==> config.mk <==
export PLATFORM = sky130hd
export DESIGN_NAME = adder_frame_collector
export DESIGN_NICKNAME = d
export VERILOG_FILES = /design/src/rtl/adder_pkg.sv /design/src/rtl/adder_frame_collector.sv
export SDC_FILE = /design/constraint.sdc
export NUM_CORES = 1
export LEC_CHECK = 0
export ABC_AREA = 1
export CORE_MARGIN = 5
export CORE_UTILIZATION = 45
export CTS_BUF_LIST = sky130_fd_sc_hd__clkbuf_16
export DETAILED_ROUTE_END_ITERATION = 16
export PLACE_DENSITY_LB_ADDON = 0.25
export SETUP_SLACK_MARGIN = 0.3
export SLEW_MARGIN = 25
export SYNTH_ARGS = -nofsm -noshare
export SYNTH_HDL_FRONTEND = slang
export SYNTH_SLANG_ARGS = --single-unit
==> constraint.sdc <==
create_clock -name i_clk -period 6.6 [get_ports i_clk]
set_input_delay 0.99 -clock i_clk [delete_from_list [all_inputs] [get_ports i_clk]]
set_output_delay 0.99 -clock i_clk [all_outputs]
set_load 0.01 [all_outputs]
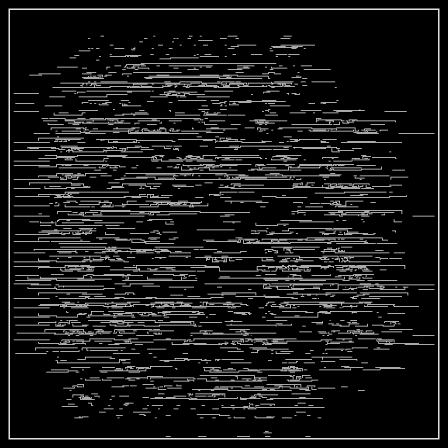
*Met1 routing*
longest straight run: 40.0 µm
wire length on this layer: 7,520 µm
main direction: horizontal
nets with wire on the layer: 772
met1 usage: 29.3%
vias: 5,396
WL final: 18,500 µm

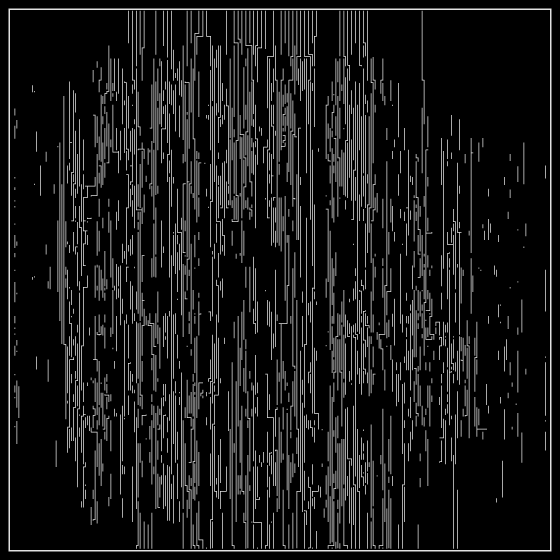
*Metal 2*
longest straight run: 58.3 µm
nets with wire on the layer: 716
share of all routed wire: 51%
met2 Use GR: 38.0%

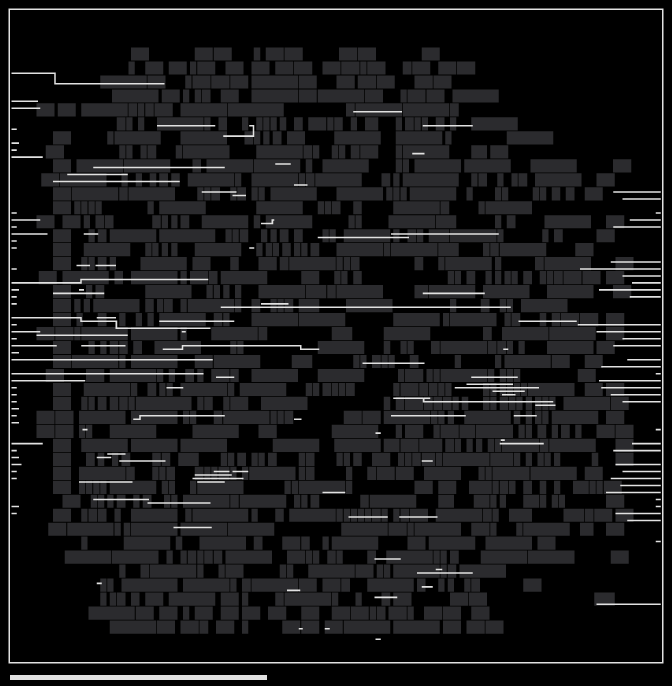
*Metal 3*
Scale bar: 50 µm. Cells faint in the background.
wire length on this layer: 1,150 µm
share of all routed wire: 6.2%
GRT met3 Usage: 5.25%

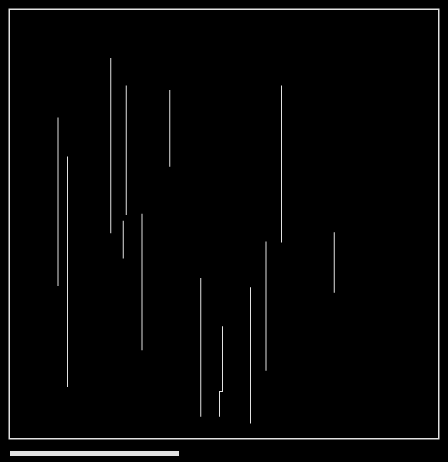
*Signal wires on met4*
Scale bar: 50 µm.
wire length on this layer: 491 µm
longest straight run: 68.0 µm
main direction: vertical

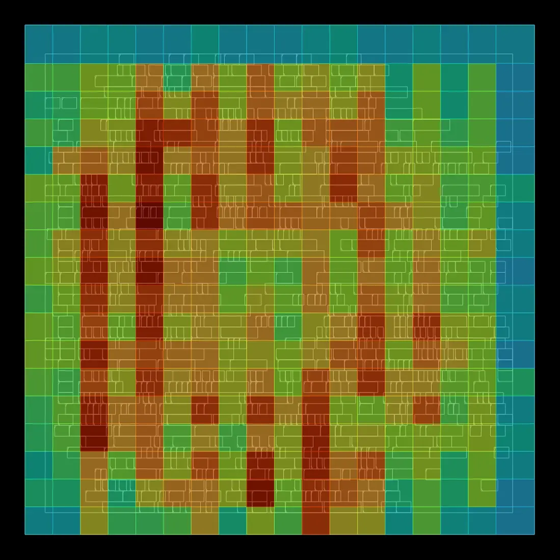
*Routing congestion map*
Global Route Usage Sum: 22.9%
global routing's busiest layer: met2
Util after Layout: 63.4%
drt wl/cell: 18.1 µm

==> run summary <==
run results: clk cell area share=7.93%, Final HPWL DP=12,600 µm, # setup viols final=0, share of cells above drive strength 1=6.61%, Top cell excl fill/tap=nand2_1, Max Clk Rate=0.221 GHz, final std cell area, no fill=8430 µm², post-route setup TNS=0 ps, largest net degree at the start of global routing=99, FP Util=46.2%, yosys warns=0, post-synthesis cell type count=27, cells along the critical path=clkdlybuf4s50_1, inv_2, nand3_2, o21ai_0, inv_1, fa_1, fa_1, fa_1, inv_1, ha_1, inv_1, fa_1, xor2_1, o21ai_0, WL met3=1150 µm, tool warnings=27, worst-case clock buffer depth=2, Setup Crit Path Kind=in -> reg, ANT cells=0, Largest cell class=registers, Yosys Chip Area=6150 µm², ys flop type=dfrtp_1, Adder Area Share=2.12%, initial antenna violation count=0, Die W=127 µm, sequential fraction of the synthesis area=57.8%, Hold Path Cell Cnt=2, status=finished clean, Net Sw Power=918 µW, Setup crit start kind=primary input, layout buffering overhead excluding clock cells=20.2%, Syn Inst Count=698, AO/OA Area Share=11.8%, clock sinks=142, buffer count from post-CTS setup fixing=0, Sw Ratio=29.2%, Inserted Clock Buffers=17, drt pass-1 iters=5, Resize count post-CTS=0, drt drc=0, Filler cells=1,101, Final Hold Fails=0, Comb power=864 µW, Pint=2.23 mW, PwrDens=373 nW/µm², delay-heaviest family, CP=adder cells, RSZ-0062 raised after global routing=no, Seq pwr share=38.1%, area grow syn2layout=37.1%, Clk power=1.08 mW, simple share=21.7%, reg2reg setup slack=3170 ps, Die Area=16,100 µm², CLK BUF=17, flop count=142, CTS HTree Levels=4, vias per cell=5.27, MI comb cells=480, Worst Path Required=6920 ps, Post-Route Skew=8.94 ps, peak supply drop=0.222 mV, critical path endpoint category=register, row count=42, WP data arrival=4850 ps, fin crit period=4530 ps, Seq power=1.20 mW, Port Buffer Count=167, max reg flops=128, Tapcell Cnt=176, HP Class=reg -> reg, 1st-iter DRT viols=516, Final Cycle Share=68.6%, first-pass GRT wire length=28,500 µm, Syn Area/Cell=8.81 µm², global route total overflow=0, Critical Path Fanout Max=19, Buf/Inv on CP=5, CTS tree=yes, M1 WL=7520 µm
cells in the mapped netlist, types with 4 or more instances:
library cell  number  area, µm²
fa_1               4       80.1
ha_1               4       50.1
nor2_4             7       78.8
nand2_1          292       1100
nor2_1            15       56.3
clkbuf_1          10       37.5
o21ai_1           11       55.1
inv_1             19       71.3
buf_2             28        140
o21ai_0          129        646
nand3_2            5       50.1
inv_2              4       15.0
buf_4              9       67.6
dfrtp_1          142       3550
through the flow:
step,cells,setup WS [ps],util (%),power [mW],hold WS (ps)
floorplan,698,2530,-,1.53,515
global placement,991,1750,58.3,2.05,465
detailed placement,991,1660,58.3,2.08,477
CTS,1023,2080,63.4,3.17,490
global route,1023,1850,63.4,3.29,515
finish,1023,2070,63.4,3.14,488
Power figures rest on the tool's default switching activity, not on a simulated workload.
